**config.mk**
```make
export PLATFORM = sky130hd
export DESIGN_NAME = cpu_redundancy_switch_flat
export DESIGN_NICKNAME = d
export VERILOG_FILES = /design/src/rtl/cpu_redundancy_switch_if.sv /design/src/rtl/cpu_redundancy_switch.sv /design/src/flat_wrapper.sv
export SDC_FILE = /design/constraint.sdc
export NUM_CORES = 1
export LEC_CHECK = 0
export CAP_MARGIN = 20
export CORE_ASPECT_RATIO = 0.75
export CORE_MARGIN = 5
export CORE_UTILIZATION = 60
export CTS_CLUSTER_SIZE = 24
export DETAILED_ROUTE_END_ITERATION = 6
export PLACE_DENSITY = 0.81
export SLEW_MARGIN = 5
export SYNTH_ARGS = -nofsm -noshare
export SYNTH_HDL_FRONTEND = slang
export SYNTH_SLANG_ARGS = --single-unit
```
**constraint.sdc**
```tcl
create_clock -name clk -period 3.89 [get_ports clk]
set_input_delay 0.778 -clock clk [delete_from_list [all_inputs] [get_ports clk]]
set_output_delay 0.778 -clock clk [all_outputs]
set_load 0.01 [all_outputs]
```
**src/rtl/cpu_redundancy_switch_if.sv**
```systemverilog
// Bus bundle for cpu_redundancy_switch.
// Carries the per-channel health inputs, the command-switch strobe/index
// and the selection/status outputs of the switch.
//   io_ok      : per-channel health (1 = healthy), asynchronous to clk
//   force_swi  : single-cycle command-switch strobe
//   com_swi    : commanded channel index
//   sel        : active channel index
//   sel_valid  : 1 = sel is a healthy channel
//   sel_oh     : one-hot of sel, all zeros when sel_valid = 0
//   switch_evt : one-cycle pulse when sel or sel_valid changes
//   err_cnt    : packed per-channel error counters
interface cpu_redundancy_switch_if #(
    parameter int N_CPU = 2,
    parameter int SEL_W = 1,
    parameter int ERR_W = 8
);
    logic [N_CPU-1:0]       io_ok;
    logic                   force_swi;
    logic [SEL_W-1:0]       com_swi;
    logic [SEL_W-1:0]       sel;
    logic                   sel_valid;
    logic [N_CPU-1:0]       sel_oh;
    logic                   switch_evt;
    logic [N_CPU*ERR_W-1:0] err_cnt;

    modport master (
        output io_ok, force_swi, com_swi,
        input  sel, sel_valid, sel_oh, switch_evt, err_cnt
    );

    modport slave (
        input  io_ok, force_swi, com_swi,
        output sel, sel_valid, sel_oh, switch_evt, err_cnt
    );
endinterface

```
**src/rtl/cpu_redundancy_switch.sv**
```systemverilog
// Redundant CPU channel selector.
// Each channel's health input is synchronised and debounced; filtered fault
// onsets bump a per-channel error counter. An RUN/HOLD/DEAD FSM picks the
// active channel: fault failover, commanded switch, and error-count based
// preference switching with hysteresis, followed by a hold-off period.
// Ports:
//   clk   : system clock, rising edge
//   rst_n : asynchronous active-low reset
//   bus   : slave side of cpu_redundancy_switch_if (io_ok, force_swi,
//           com_swi in; sel, sel_valid, sel_oh, switch_evt, err_cnt out)
module cpu_redundancy_switch #(
    parameter int N_CPU    = 2,
    parameter int SEL_W    = 1,
    parameter int ERR_W    = 8,
    parameter int DEB_CYC  = 4,
    parameter int HOLD_CYC = 1024,
    parameter int HYST     = 2
) (
    input logic                    clk,
    input logic                    rst_n,
    cpu_redundancy_switch_if.slave bus
);

    localparam int DEB_W  = 8;
    localparam int HOLD_W = 16;

    typedef enum logic [1:0] {
        RUN  = 2'd0,
        HOLD = 2'd1,
        DEAD = 2'd2
    } state_t;

    // Input conditioning
    logic [N_CPU-1:0] sync1_q, sync2_q;
    logic [N_CPU-1:0] filt_q, filt_d;
    logic [N_CPU-1:0] filt_prev_q;
    logic [DEB_W-1:0] deb_q [N_CPU];
    logic [DEB_W-1:0] deb_d [N_CPU];
    logic [N_CPU-1:0] fall;

    // Error counters
    logic [ERR_W-1:0] cnt_q [N_CPU];
    logic [ERR_W-1:0] cnt_d [N_CPU];
    logic             ovf;

    // Selection FSM
    state_t            state_q, state_d;
    logic [SEL_W-1:0]  sel_q, sel_d;
    logic              valid_q, valid_d;
    logic [HOLD_W-1:0] hold_q, hold_d;
    logic              evt_q, evt_d;

    // Candidate evaluation
    logic             cur_ok;
    logic [ERR_W-1:0] cur_cnt;
    logic             found;
    logic [SEL_W-1:0] best;
    logic [ERR_W-1:0] best_cnt;
    logic             any_ok;
    logic [SEL_W-1:0] low_ok;
    logic             com_ok;
    logic             pref;

    logic [N_CPU-1:0]       oh;
    logic [N_CPU*ERR_W-1:0] err_pack;

    // Debounce: filtered value follows the synchronised sample only after
    // DEB_CYC consecutive samples disagreeing with it.
    always_comb begin
        filt_d = filt_q;
        for (int unsigned i = 0; i < N_CPU; i++) begin
            deb_d[i] = '0;
            if (sync2_q[i] != filt_q[i]) begin
                if (deb_q[i] == DEB_W'(DEB_CYC - 1)) begin
                    filt_d[i] = sync2_q[i];
                end else begin
                    deb_d[i] = deb_q[i] + DEB_W'(1);
                end
            end
        end
    end

    assign fall = filt_prev_q & ~filt_q;

    // Counters: any increment that would land on all-ones halves every
    // counter first; a force strobe overrides everything with a clear.
    always_comb begin
        ovf = 1'b0;
        for (int unsigned i = 0; i < N_CPU; i++) begin
            if (fall[i] && ((cnt_q[i] + ERR_W'(1)) == {ERR_W{1'b1}})) begin
                ovf = 1'b1;
            end
        end
        for (int unsigned i = 0; i < N_CPU; i++) begin
            cnt_d[i] = (ovf ? (cnt_q[i] >> 1) : cnt_q[i]) + ERR_W'(fall[i]);
            if (bus.force_swi) begin
                cnt_d[i] = '0;
            end
        end
    end

    // Best candidate uses strict less-than so ties keep the lowest index.
    // com_ok can only be set for an in-range index since the loop stops at N_CPU.
    always_comb begin
        cur_ok   = 1'b0;
        cur_cnt  = '0;
        found    = 1'b0;
        best     = '0;
        best_cnt = '0;
        any_ok   = 1'b0;
        low_ok   = '0;
        com_ok   = 1'b0;
        for (int unsigned i = 0; i < N_CPU; i++) begin
            if (sel_q == SEL_W'(i)) begin
                cur_ok  = filt_q[i];
                cur_cnt = cnt_q[i];
            end
            if (filt_q[i] && (sel_q != SEL_W'(i)) && (!found || (cnt_q[i] < best_cnt))) begin
                found    = 1'b1;
                best     = SEL_W'(i);
                best_cnt = cnt_q[i];
            end
            if (filt_q[i] && !any_ok) begin
                any_ok = 1'b1;
                low_ok = SEL_W'(i);
            end
            if ((bus.com_swi == SEL_W'(i)) && filt_q[i] && (sel_q != SEL_W'(i))) begin
                com_ok = 1'b1;
            end
        end
        pref = found && (cur_cnt >= best_cnt) && ((cur_cnt - best_cnt) >= ERR_W'(HYST));
    end

    // Failover also applies in HOLD: staying on a faulted channel would
    // contradict sel_valid.
    always_comb begin
        state_d = state_q;
        sel_d   = sel_q;
        valid_d = valid_q;
        hold_d  = hold_q;
        unique case (state_q)
            RUN, HOLD: begin
                if (state_q == HOLD) begin
                    if (hold_q <= HOLD_W'(1)) begin
                        hold_d  = '0;
                        state_d = RUN;
                    end else begin
                        hold_d = hold_q - HOLD_W'(1);
                    end
                end
                if (!cur_ok) begin
                    if (found) begin
                        sel_d   = best;
                        state_d = HOLD;
                        hold_d  = HOLD_W'(HOLD_CYC);
                    end else begin
                        valid_d = 1'b0;
                        state_d = DEAD;
                        hold_d  = '0;
                    end
                end else if (bus.force_swi && com_ok) begin
                    sel_d   = bus.com_swi;
                    state_d = HOLD;
                    hold_d  = HOLD_W'(HOLD_CYC);
                end else if ((state_q == RUN) && pref) begin
                    sel_d   = best;
                    state_d = HOLD;
                    hold_d  = HOLD_W'(HOLD_CYC);
                end
            end
            DEAD: begin
                if (any_ok) begin
                    sel_d   = low_ok;
                    valid_d = 1'b1;
                    state_d = HOLD;
                    hold_d  = HOLD_W'(HOLD_CYC);
                end
            end
            default: begin
                state_d = RUN;
            end
        endcase
        evt_d = (sel_d != sel_q) || (valid_d != valid_q);
    end

    always_ff @(posedge clk or negedge rst_n) begin
        if (!rst_n) begin
            sync1_q     <= '1;
            sync2_q     <= '1;
            filt_q      <= '1;
            filt_prev_q <= '1;
            for (int unsigned i = 0; i < N_CPU; i++) begin
                deb_q[i] <= '0;
                cnt_q[i] <= '0;
            end
            state_q <= RUN;
            sel_q   <= '0;
            valid_q <= 1'b1;
            hold_q  <= '0;
            evt_q   <= 1'b0;
        end else begin
            sync1_q     <= bus.io_ok;
            sync2_q     <= sync1_q;
            filt_q      <= filt_d;
            filt_prev_q <= filt_q;
            for (int unsigned i = 0; i < N_CPU; i++) begin
                deb_q[i] <= deb_d[i];
                cnt_q[i] <= cnt_d[i];
            end
            state_q <= state_d;
            sel_q   <= sel_d;
            valid_q <= valid_d;
            hold_q  <= hold_d;
            evt_q   <= evt_d;
        end
    end

    always_comb begin
        oh       = '0;
        err_pack = '0;
        for (int unsigned i = 0; i < N_CPU; i++) begin
            if (valid_q && (sel_q == SEL_W'(i))) begin
                oh[i] = 1'b1;
            end
            err_pack[i*ERR_W +: ERR_W] = cnt_q[i];
        end
    end

    assign bus.sel        = sel_q;
    assign bus.sel_valid  = valid_q;
    assign bus.sel_oh     = oh;
    assign bus.switch_evt = evt_q;
    assign bus.err_cnt    = err_pack;

endmodule

```
**src/flat_wrapper.sv**
```systemverilog
// flat-port wrapper written by rule: the top's interface ports become plain ports
module cpu_redundancy_switch_flat 
#(
    parameter int N_CPU    = 2,
    parameter int SEL_W    = 1,
    parameter int ERR_W    = 8,
    parameter int DEB_CYC  = 4,
    parameter int HOLD_CYC = 1024,
    parameter int HYST     = 2
)
  (clk, rst_n, bus_io_ok, bus_force_swi, bus_com_swi, bus_sel, bus_sel_valid, bus_sel_oh, bus_switch_evt, bus_err_cnt);
  cpu_redundancy_switch_if #(.N_CPU(N_CPU), .SEL_W(SEL_W), .ERR_W(ERR_W)) bus_i ();
  input logic clk;
  input logic rst_n;
  input wire logic [$bits(bus_i.io_ok)-1:0] bus_io_ok;
  input wire logic [$bits(bus_i.force_swi)-1:0] bus_force_swi;
  input wire logic [$bits(bus_i.com_swi)-1:0] bus_com_swi;
  output wire logic [$bits(bus_i.sel)-1:0] bus_sel;
  output wire logic [$bits(bus_i.sel_valid)-1:0] bus_sel_valid;
  output wire logic [$bits(bus_i.sel_oh)-1:0] bus_sel_oh;
  output wire logic [$bits(bus_i.switch_evt)-1:0] bus_switch_evt;
  output wire logic [$bits(bus_i.err_cnt)-1:0] bus_err_cnt;
  assign bus_i.io_ok = bus_io_ok;
  assign bus_i.force_swi = bus_force_swi;
  assign bus_i.com_swi = bus_com_swi;
  assign bus_sel = bus_i.sel;
  assign bus_sel_valid = bus_i.sel_valid;
  assign bus_sel_oh = bus_i.sel_oh;
  assign bus_switch_evt = bus_i.switch_evt;
  assign bus_err_cnt = bus_i.err_cnt;
  cpu_redundancy_switch #(.N_CPU(N_CPU), .SEL_W(SEL_W), .ERR_W(ERR_W), .DEB_CYC(DEB_CYC), .HOLD_CYC(HOLD_CYC), .HYST(HYST)) u_core (.clk(clk), .rst_n(rst_n), .bus(bus_i));
endmodule
```
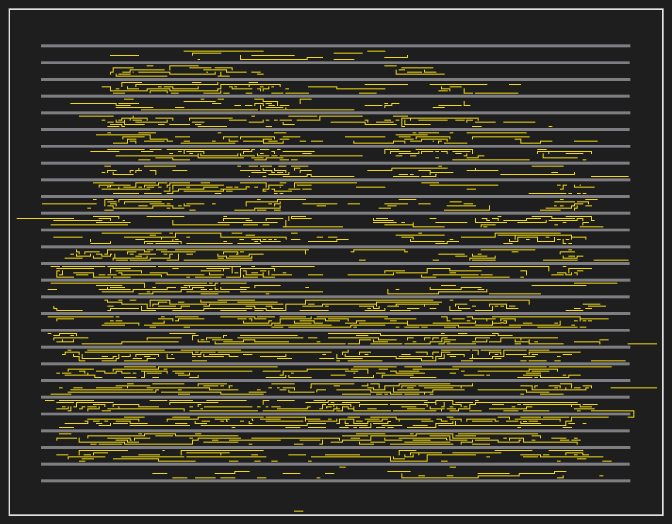
m1.png
Supply wires on this layer in gray.
share of all routed wire	46%
main direction	horizontal
wire length on this layer	4,480 um
nets with wire on the layer	486
vias after detailed routing: 3,624
routing usage on met1: 33.9%
detailed-route wire length: 9.82 mm

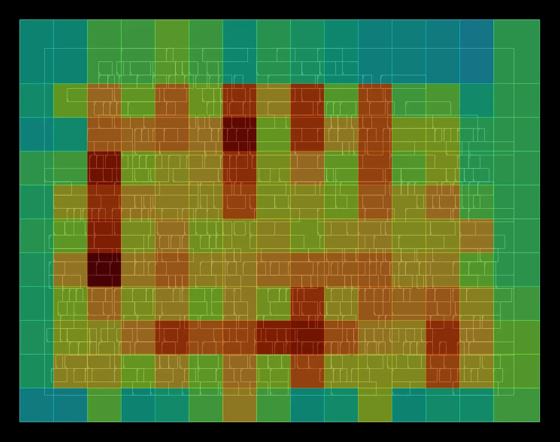
congestion_map.png
met2 Use GR: 37.7%
routed wirelength normalized by instance count: 17.0 um

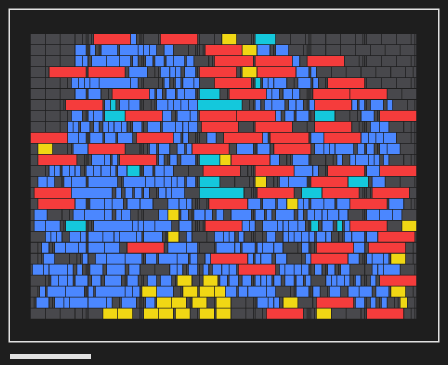
class_map.png
Scale bar: 20 um. Fill, decap, tap and diode cells in gray.
class	color	cells	share of their area
remaining logic cells	blue	385	55%
registers	red	61	34%
remaining buffers and delay cells	yellow	32	6.6%
clock drivers and dummy loads	cyan	16	4.6%

==> Changelog: implementation <==
### Physical design

- Outcome: complete, no violations
- Yosys stat chip area: a little over 4000 um2
- Xor/xnor cell area share of the yosys netlist: under 10%
- Post-layout total power: 0.00309 W
- Dominant non-sequential cell family after synthesis: simple AND/OR/NAND/NOR gates
- Fraction of area in clock buffers and inverters: 4.50%
- Share of the core filled with cells: between 60% and 70%
- Yosys aoi share: 19.3%
- Share of synthesized cell area in full adder, half adder and majority cells: 5.61%
- # IOs: 27
- Clock power frac: 20.0%
- Ys async rst share: 100%
- Syn Area/Cell: 8.86 um2
- TAP cells: around 84
- Total non-filler cell area in the finished layout: roughly 4600 um2
- Hold Path Sink: u_core.sync2_q[1]$_DFF_PN1_
- Slowest cell on crit path: sky130_fd_sc_hd__dfrtp_1
- Placed wire-length estimate after detailed placement: approximately 7 mm
- Max Buffers Root-to-Sink: 2
- Global Route met3 Usage: 6.60%
- Worst-path cell chain: buf_4 > mux2_2 > ha_1 > nor2_1 > a211oi_2 > o311a_1 > o22a_1 > a211oi_4 > or2_1 > o211ai_1
- Sequential cell fraction of total power: between 30% and 40%
- CTS root buffer: sky130_fd_sc_hd__clkbuf_8
- Fraction of final layout cells with drive strength greater than 1: about 11%
- Net switching component of the power: ~0.0013 W
- Power per unit of standard cell area: 666 nW/um2
- Worst hold start: u_core.sync1_q[1]$_DFF_PN1_
- Tally of yosys warning messages: 0
- Register cell area after layout: about 1500 um2
- Worst setup path start: u_core.bus.sel$_DFF_PN0_
- Tally of max-capacitance violations: 0
- Flop share of the area: between 30% and 40%
- Cell count after placement: around 560
- Fin. Hold Viols: 0
- Worst reg2reg startpoint: u_core.bus.sel$_DFF_PN0_
- Type of element capturing the critical path: register
- Sequential share of the synthesized area: around 37%
- Placeable core area: about 6800 um2
- Remaining DRCs: 0
- Cell internal pwr: around 0.0018 W
- Combinational power share: 48.3%
- Seq cells: a little over 60
- Initial Util: 61.3%
- EDFF count, synth: 0
- Clock buffer instance count of the final layout: 12
- Largest net degree at the start of global routing: between 40 and 50
- Number of standard cells in the layout, taps in and fillers out: 578
- Count of fill cells added during filler insertion: 535
- Post-Place Worst Slack: around 360 ps
- Multiplexer share of the synthesized area: between 3 and 4%
- Hold Buf Count CTS: 0
- Post-cts repair resize count: 0
- Switching Share: a little over two fifths
- Capture instance of the worst register-to-register path: u_core.hold_q[8]$_DFFE_PN0P_
- Skew-Pair Late Insertion Delay: between 300 and 400 ps
- Routing layer with the top usage in global route: met2
- Most instantiated library cell after synthesis: sky130_fd_sc_hd__nand2_1
- Wire length of the first global-routing pass: roughly 17 mm
- Setup Viol. Count Final: 0
- Via count of the first global-routing pass: approximately 3,400
- Maximum ir drop on the vdd rail: around 0.7 mV
- Data required, critical path: 4100 ps
- Slack of the worst reg-to-reg path: roughly 350 ps
- Num Clock Sinks: around 60
- Area added between synthesis and finish: 12.1%
- Fmax: approximately 0.28 GHz
- Post-Route Setup TNS: 0 ps
- Flip-flop and latch count after synthesis: around 61
- Hold crit path type: reg -> reg
- Height of the die: 82.0 um
- Worst slew pin tran: ~900 ps
- Signal buf overhead: under 10%
- Multi-input combinational cell count: between 300 and 400
- Number of cell rows: 26
-- power by group through the flow --
stage	registers [W]	clock network, W	logic [W]
3_5_place_dp	0.000982	0	0.00149
2_1_floorplan	0.000916	0	0.00122
6_report	0.000979	0.000619	0.00150
3_3_place_gp	0.000974	0	0.00143
4_1_cts	0.000973	0.000629	0.00149
5_1_grt	0.00100	0.000671	0.00165
-- critical path, delay by kind of cell (launching register included) --
| family | cells | cell delay, ps |
|---|---|---|
| AND-OR/OR-AND | 5 | 1340 |
| AND/OR/NAND/NOR | 2 | 550 |
| flip-flops | 1 | 540 |
| multiplexers | 1 | 350 |
| adder cells (fa/ha/maj) | 1 | 350 |
| buffers and inverters | 1 | 260 |
No activity file was given, so power comes from the tool's default toggle rates.
